Figure 1. Routing congestion (run 1).
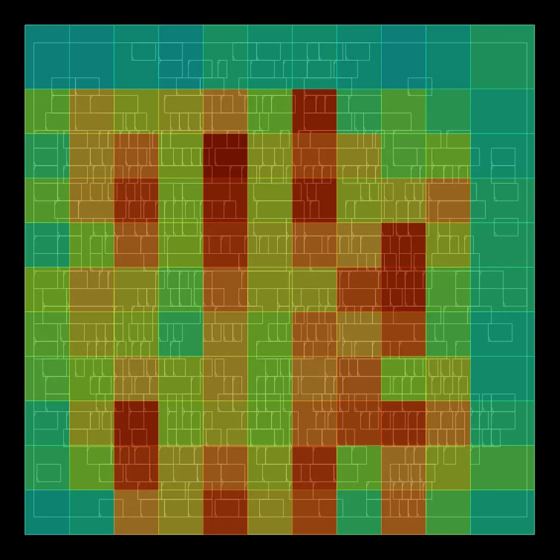
Figure 2. Metal layers overlaid (run 1).
Scale: 4 px per um.
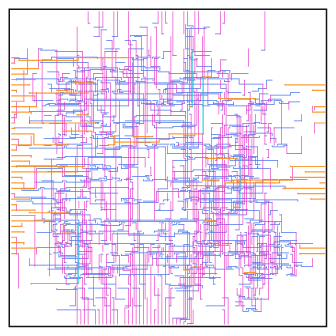
Figure 3. Nets reached from selected ports (run 1).
Scale: 4 px per um.
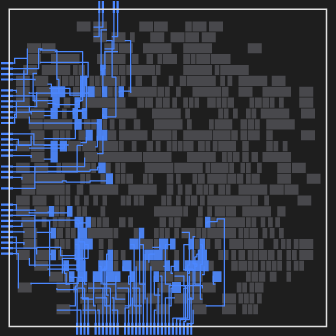
[src/rtl/bus_arbiter.sv]
// ============================================================================
// Module   : bus_arbiter
// Brief    : Round-robin FIFO-to-FIFO packet bus with unicast/broadcast routing.
// Revision : 1.0
// ============================================================================
`default_nettype none

module bus_arbiter #(
    parameter int         width     = 16,
    parameter int         drvrs     = 4,
    parameter logic [7:0] broadcast = 8'hFF
) (
    input  logic                   clk,
    input  logic                   reset,
    input  logic [drvrs-1:0]       pndng_i,
    input  logic [drvrs*width-1:0] dato_i,
    output logic [drvrs-1:0]       pop_o,
    output logic [drvrs-1:0]       push_o,
    output logic [width-1:0]       dato_o,
    output logic [drvrs-1:0]       grant_o,
    output logic                   busy_o,
    output logic                   err_o
);

    localparam int c_SEL_W = $clog2(drvrs);

    typedef enum logic [1:0] {
        S_IDLE = 2'd0,
        S_POP  = 2'd1,
        S_PUSH = 2'd2
    } state_t;

    state_t             r_state, w_state_nx;
    logic [c_SEL_W-1:0] r_rr, w_rr_nx;
    logic [c_SEL_W-1:0] r_sel, w_sel_nx;
    logic [width-1:0]   r_dato, w_dato_nx;
    logic [drvrs-1:0]   r_pop, w_pop_nx;
    logic [drvrs-1:0]   r_push, w_push_nx;
    logic [drvrs-1:0]   r_grant, w_grant_nx;
    logic               r_busy, w_busy_nx;
    logic               r_err, w_err_nx;

    logic               w_found;
    logic [c_SEL_W-1:0] w_pick;
    logic [c_SEL_W-1:0] w_idx_s;
    int                 w_idx;
    logic [drvrs-1:0]   w_onehot_pick;
    logic [drvrs-1:0]   w_onehot_sel;
    logic [drvrs-1:0]   w_onehot_id;
    logic [7:0]         w_id;

    // First pending device at or above the rotating pointer, wrapping to 0.
    always_comb begin
        w_found = 1'b0;
        w_pick  = '0;
        w_idx   = 0;
        w_idx_s = '0;
        for (int i = 0; i < drvrs; i++) begin
            w_idx = int'(r_rr) + i;
            if (w_idx >= drvrs) begin
                w_idx = w_idx - drvrs;
            end
            w_idx_s = w_idx[c_SEL_W-1:0];
            if (!w_found && pndng_i[w_idx_s]) begin
                w_found = 1'b1;
                w_pick  = w_idx_s;
            end
        end
    end

    always_comb begin
        w_id          = r_dato[width-1 -: 8];
        w_onehot_pick = '0;
        w_onehot_pick[w_pick] = 1'b1;
        w_onehot_sel  = '0;
        w_onehot_sel[r_sel] = 1'b1;
        w_onehot_id   = '0;
        w_onehot_id[w_id[c_SEL_W-1:0]] = 1'b1;
    end

    always_comb begin
        w_state_nx = r_state;
        w_rr_nx    = r_rr;
        w_sel_nx   = r_sel;
        w_dato_nx  = r_dato;
        w_pop_nx   = r_pop;
        w_push_nx  = r_push;
        w_grant_nx = r_grant;
        w_busy_nx  = r_busy;
        w_err_nx   = r_err;
        case (r_state)
            S_IDLE: begin
                if (w_found) begin
                    w_sel_nx   = w_pick;
                    w_dato_nx  = dato_i[w_pick*width +: width];
                    w_pop_nx   = w_onehot_pick;
                    w_grant_nx = w_onehot_pick;
                    w_busy_nx  = 1'b1;
                    w_state_nx = S_POP;
                end else begin
                    w_pop_nx   = '0;
                    w_push_nx  = '0;
                    w_grant_nx = '0;
                    w_busy_nx  = 1'b0;
                    w_err_nx   = 1'b0;
                end
            end
            S_POP: begin
                w_pop_nx   = '0;
                w_state_nx = S_PUSH;
                if (w_id == broadcast) begin
                    w_push_nx = ~w_onehot_sel;
                end else if ((int'(w_id) < drvrs) && (int'(w_id) != int'(r_sel))) begin
                    w_push_nx = w_onehot_id;
                end else begin
                    // Unknown destination or loop-back to the sender: drop it.
                    w_push_nx = '0;
                    w_err_nx  = 1'b1;
                end
            end
            S_PUSH: begin
                w_push_nx  = '0;
                w_err_nx   = 1'b0;
                w_grant_nx = '0;
                w_busy_nx  = 1'b0;
                w_rr_nx    = (int'(r_sel) == drvrs - 1) ? '0 : r_sel + c_SEL_W'(1);
                w_state_nx = S_IDLE;
            end
            default: begin
                w_state_nx = S_IDLE;
            end
        endcase
    end

    always_ff @(posedge clk) begin
        if (reset) begin
            r_state <= S_IDLE;
            r_rr    <= '0;
            r_sel   <= '0;
            r_dato  <= '0;
            r_pop   <= '0;
            r_push  <= '0;
            r_grant <= '0;
            r_busy  <= 1'b0;
            r_err   <= 1'b0;
        end else begin
            r_state <= w_state_nx;
            r_rr    <= w_rr_nx;
            r_sel   <= w_sel_nx;
            r_dato  <= w_dato_nx;
            r_pop   <= w_pop_nx;
            r_push  <= w_push_nx;
            r_grant <= w_grant_nx;
            r_busy  <= w_busy_nx;
            r_err   <= w_err_nx;
        end
    end

    assign pop_o   = r_pop;
    assign push_o  = r_push;
    assign dato_o  = r_dato;
    assign grant_o = r_grant;
    assign busy_o  = r_busy;
    assign err_o   = r_err;

endmodule

`default_nettype wire

[config.mk]
export PLATFORM = sky130hd
export DESIGN_NAME = bus_arbiter
export DESIGN_NICKNAME = d
export VERILOG_FILES = /design/src/rtl/bus_arbiter.sv
export SDC_FILE = /design/constraint.sdc
export NUM_CORES = 1
export LEC_CHECK = 0
export ABC_AREA = 1
export CORE_UTILIZATION = 40
export CTS_CLUSTER_DIAMETER = 60
export CTS_CLUSTER_SIZE = 12
export DETAILED_ROUTE_END_ITERATION = 8
export HOLD_SLACK_MARGIN = 0.03
export PLACE_DENSITY = 0.83
export SETUP_SLACK_MARGIN = 0.5
export SYNTH_ARGS = -nofsm -noshare
export SYNTH_HDL_FRONTEND = slang
export SYNTH_SLANG_ARGS = --single-unit
[constraint.sdc]
create_clock -name clk -period 5.65 [get_ports clk]
set_clock_uncertainty 0.15 [all_clocks]
set_input_delay 0.565 -clock clk [delete_from_list [all_inputs] [get_ports clk]]
set_output_delay 0.565 -clock clk [all_outputs]
set_load 0.005 [all_outputs]
==> results.toml, run 1 <==
# flow metrics
[worst_setup_path]
path_cells = "clkdlybuf4s50_1 -> inv_1 -> nand2_1 -> nand3_1 -> nand2_1 -> inv_2 -> nand2_1 -> nand2_1 -> nand3_4 -> nor2_2 -> nand3_1 -> a21oi_1"
worstSetupEndpoint = "pop_o[1]$_SDFFE_PP0P_"
critPathKind = "input pin to flip-flop"
cp.buffers_inverters = 3
crit_path_max_incr_delay_ns = 0.50
cp-end-kind = "flip-flop"
crit_start = "pndng_i[3]"

[finish]
final_common_cell = "nand2_1"
fillers = 545
final_cell_area_um2 = 3480
sh_comb_area_pct = 39.2
nClkBuffers = 5
sh_seq_area_pct = 20.7
lay_top_cells = "149 x nand2_1, 99 x clkdlybuf4s50_1, 41 x nand3_1"
largest_register_ffs = 16
diodes = 0
largest_class = "combinational gates"
flops = 36

[synth]
syn_area_um2 = 2370
numSynthFlops = 36
synthTopLogicFamily = "simple AND/OR/NAND/NOR gates"
ys_sh_simple_pct = 46.5
ys_cells = 393
ys_sh_aoi_pct = 8.99

[floorplanning]
ios = 100
core_um2 = 5610

[place]
place_inst = 544
place_area_um2 = 3320
dp_hpwl_um = 4990

[run]
drv_cap = 0

[pwr]
fin_total_pwr_w = 0.00114
pwr-share-seq_pct = 30.2
switching_share_pct = 35.3
switchingPower_w = 0.000402
ir_drop_uv = 153
power.density_nw_per_um2 = 328
seq-power_w = 0.000344

[global_route]
track_usage_pct = 21.9
grt_pass1_wl_um = 11000

[drt]
dr_wl_met2_um = 3310
drtIter0Drc = 173
avgViaCountPerCell = 5.09
drc_errors = 0

[timing]
rsz0062_at_grt = "no"
fin_crit_ns = 3.10
finalClockPeriodUsage_pct = 54.8

[min_path]
min_path_cells = 2
hold_end = "grant_o[2]$_SDFFE_PP0P_"

[status]
run_status = "complete, no violations"

[cts]
clock_path_buffers = 2
Back to the opening pictures, Figure 1:
post-layout util: 62.0%
Top Usage Layer GRT: met2
DR WL/cell: 12.1 um
met3 Resource Use GR: 4.60%
met1 Use GR: 26.6%

Back to the opening pictures, Figure 2:
Cyan marks M4, wire length 76.2 um. Orange marks M3, wire length 463 um. Magenta marks M2, wire length 3,310 um. Blue marks M1, wire length 2,840 um.

Back to the opening pictures, Figure 3:
Blue marks `dato_i`, direction input, edge 30 left, 30 bottom, 4 top, end cells 64, buffers 64, wire 1,300 um.

-- run 1: cell usage after synthesis --
cell type	count	area (um2)
a211oi_1	2	15.0
a21oi_1	22	110
a22oi_1	1	7.51
a31oi_1	1	6.26
and2_1	1	6.26
buf_2	8	40.0
buf_4	5	37.5
buf_6	3	33.8
clkbuf_1	4	15.0
dfxtp_1	36	721
ha_1	4	50.1
inv_1	34	128
inv_2	6	22.5
inv_4	1	6.26
nand2_1	149	559
nand2_2	1	6.26
nand3_1	41	205
nand3_2	2	20.0
nand3_4	1	17.5
nand4_1	23	144
nor2_1	30	113
nor2_2	3	18.8
nor3_1	2	10.0
o2111ai_1	1	8.76
o21ai_0	11	55.1
o21ba_2	1	10.0
==> run 2, diff against run 1 <==
==> constraint.sdc (replaced) <==
create_clock -name clk -period 3.22 [get_ports clk]
set_clock_uncertainty 0.15 [all_clocks]
set_input_delay 0.322 -clock clk [delete_from_list [all_inputs] [get_ports clk]]
set_output_delay 0.322 -clock clk [all_outputs]
set_load 0.005 [all_outputs]
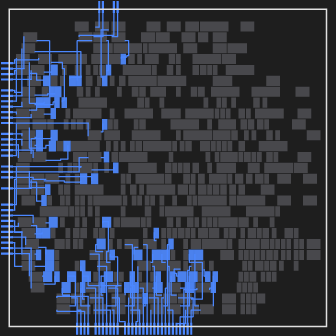
Figure 4: run 2, nets reached from selected ports.
Scale: 4 px per um.
Blue marks `dato_i`, direction input, edge 30 left, 30 bottom, 4 top, end cells 64, buffers 64, wire 1,040 um.

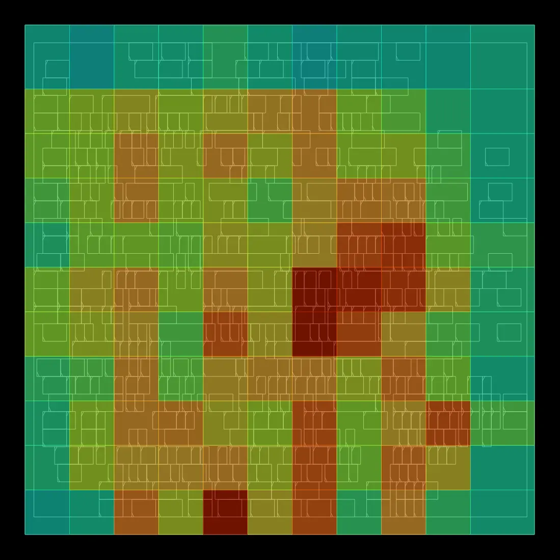
Figure 5: run 2, routing congestion.
total track usage: 22.1%
met1 Use GR: 25.6%
post-layout util: 61.8%
DR WL/cell: 12.1 um
met3 Resource Use GR: 5.86%

==> run 2 against run 1 <==
  * Count of clock-buffer cells in the layout is 2 higher
  * Sequential power increased by 77%
  * Combinational power increased by about 80%
  * Worst setup slack worse by 1.8 ns
  * Flip-flop count stayed put
  * Critical path type is now flip-flop to flip-flop
  * Area after synthesis unchanged
  * Die size stayed put
==> results.toml, run 2 <==
# flow metrics
[pwr]
fin_total_pwr_w = 0.00182
switchingPower_w = 0.000713
switching_share_pct = 39.1
ir_drop_uv = 242
power.density_nw_per_um2 = 527

[synth]
synth.area.top_cells = "dfxtp_1 30%, nand2_1 24%, nand3_1 8.7%"
synth-edff-count = 0
yosys-top-cells-count = "149 x nand2_1, 41 x nand3_1, 36 x dfxtp_1"

[finish]
nClkBuffers = 7
diodes = 0
sh_comb_area_pct = 39.6
largest_register_ffs = 16
flops = 36
sh_seq_area_pct = 20.8
final_common_cell = "nand2_1"

[floorplanning]
ios = 100

[status]
run_status = "complete, no violations"

[timing]
finalClockPeriodUsage_pct = 76.4

[worst_setup_path]
cp.buffers_inverters = 2
crit_path_max_incr_delay_ns = 0.56
worstSetupEndpoint = "dato_o[6]$_SDFFE_PP0P_"
-- run 2: cell counts after synthesis --
No cell type changed its count.
-- run 2: cells by family (layout without fill, tap and decap cells) --
| family | count (synthesis) | count (layout) | synth area share, % |
|---|---|---|---|
| fa+ha+maj | 4 | 4 | 2.12 |
| flops | 36 | 36 | 30.5 |
| simple gates | 253 | 253 | 46.5 |
| compound gates | 39 | 39 | 8.99 |
| buf+inv | 61 | 152 | 12.0 |
-- run 2: through the flow --
step	std cells	cell area [um2]	utilization [%]
3_3_place_gp	549	3360	59.9
6_report	556	3460	61.8
4_1_cts	556	3450	61.6
5_1_grt	556	3460	61.8
3_5_place_dp	549	3360	59.9
2_1_floorplan	393	2370	-
==> run 3, diff against run 2 <==
--- a/config.mk
+++ b/config.mk
@@ -6,12 +6,12 @@
 export NUM_CORES = 1
 export LEC_CHECK = 0
 export ABC_AREA = 1
-export CORE_UTILIZATION = 40
+export CORE_UTILIZATION = 39
 export CTS_CLUSTER_DIAMETER = 60
 export CTS_CLUSTER_SIZE = 12
 export DETAILED_ROUTE_END_ITERATION = 8
 export HOLD_SLACK_MARGIN = 0.03
-export PLACE_DENSITY = 0.83
+export PLACE_DENSITY = 0.84
 export SETUP_SLACK_MARGIN = 0.5
 export SYNTH_ARGS = -nofsm -noshare
 export SYNTH_HDL_FRONTEND = slang
==> constraint.sdc (replaced) <==
create_clock -name clk -period 2.05 [get_ports clk]
set_clock_uncertainty 0.15 [all_clocks]
set_input_delay 0.205 -clock clk [delete_from_list [all_inputs] [get_ports clk]]
set_output_delay 0.205 -clock clk [all_outputs]
set_load 0.005 [all_outputs]
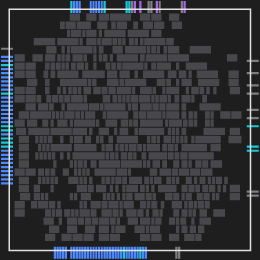
Figure 6: run 3, pin placement.
Scale: 3 px per um. Pins as bars across the die edge, other pins in gray.
Purple marks `pop_o`, pins 4, direction output, edge top. Blue marks `dato_i`, pins 64, direction input, edge 31 bottom, 25 left, 8 top. Cyan marks `dato_o`, pins 16, direction output, edge 7 left, 4 top, 3 right, 2 bottom.

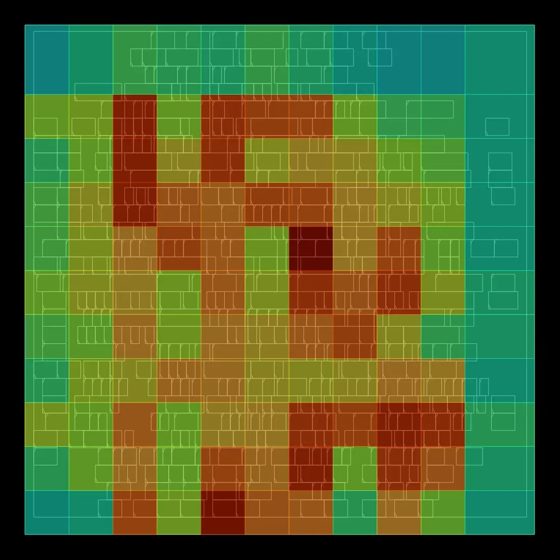
Figure 7: run 3, routing congestion.
post-layout util: 67.2%
met1 Use GR: 27.1%
met3 Resource Use GR: 4.23%

==> run 3 against run 2 <==
  * Design area grew 14%
  * Combinational power grew 110%
  * Worst hold slack gained 0.0086 ns
  * Die size grew 2.5%
  * Register-to-register slack lost 0.74 ns
  * First-iteration DRC count grew 26%
  * Count of clock-buffer cells in the layout shrank 2
  * Synthesized cell count is the same
  * Maximum frequency grew 21%
==> results.toml, run 3 <==
# flow metrics
[worst_setup_path]
cp.buffers_inverters = 2
crit_path_max_incr_delay_ns = 0.39
r2r_end = "dato_o[2]$_SDFFE_PP0P_"
worstSetupEndpoint = "dato_o[2]$_SDFFE_PP0P_"

[place]
place_inst = 568
place_area_um2 = 3580

[finish]
flops = 36
instances_no_fill = 583
largest_register_ffs = 16
sh_comb_area_pct = 39.1
final_common_cell = "nand2_1"
sh_seq_area_pct = 18.7
final_cell_area_um2 = 3950

[cts]
clk_pin_slew_worst_paths_ns = 0.08
clock_path_buffers = 2
ctsResizeCount = 32

[pwr]
fin_total_pwr_w = 0.00337
ir_drop_uv = 589
power.density_nw_per_um2 = 852

[drt]
wl_per_cell_um = 13.1
ant_nets = 0

[status]
run_status = "complete, no violations"

[floorplanning]
ios = 100
fp_util_pct = 40.2

[timing]
hold_viol_final = 0
finalClockPeriodUsage_pct = 99.3

[synth]
synth-edff-count = 0
async_flop_share_pct = 0
yosys-top-cells-count = "149 x nand2_1, 41 x nand3_1, 36 x dfxtp_1"

[min_path]
min_path_cells = 2
run 3: report_power, final:
group	total, W	switching, W	internal, W
sequential	0.000963	0.000120	0.000843
clock	0.000626	0.000266	0.000360
combinational	0.00178	0.000909	0.000872
total	0.00337	0.00129	0.00207
run 3: kinds of logic (layout without fill, tap and decap cells):
family | Yosys count | after routing | share of synthesized area [%]
flip-flops | 36 | 36 | 30.5
AND/OR/NAND/NOR | 253 | 253 | 46.5
AND-OR/OR-AND | 39 | 39 | 8.99
buffers and inverters | 61 | 176 | 12.0
adder cells (fa/ha/maj) | 4 | 4 | 2.12
run 3: worst reg2reg max path, delay by kind of cell (launching register included):
kind	cells	cell delay [ns]
AND/OR/NAND/NOR	13	1.10
flip-flops	1	0.39
buffers and inverters	2	0.33
No activity file was given, so power comes from the tool's default toggle rates.
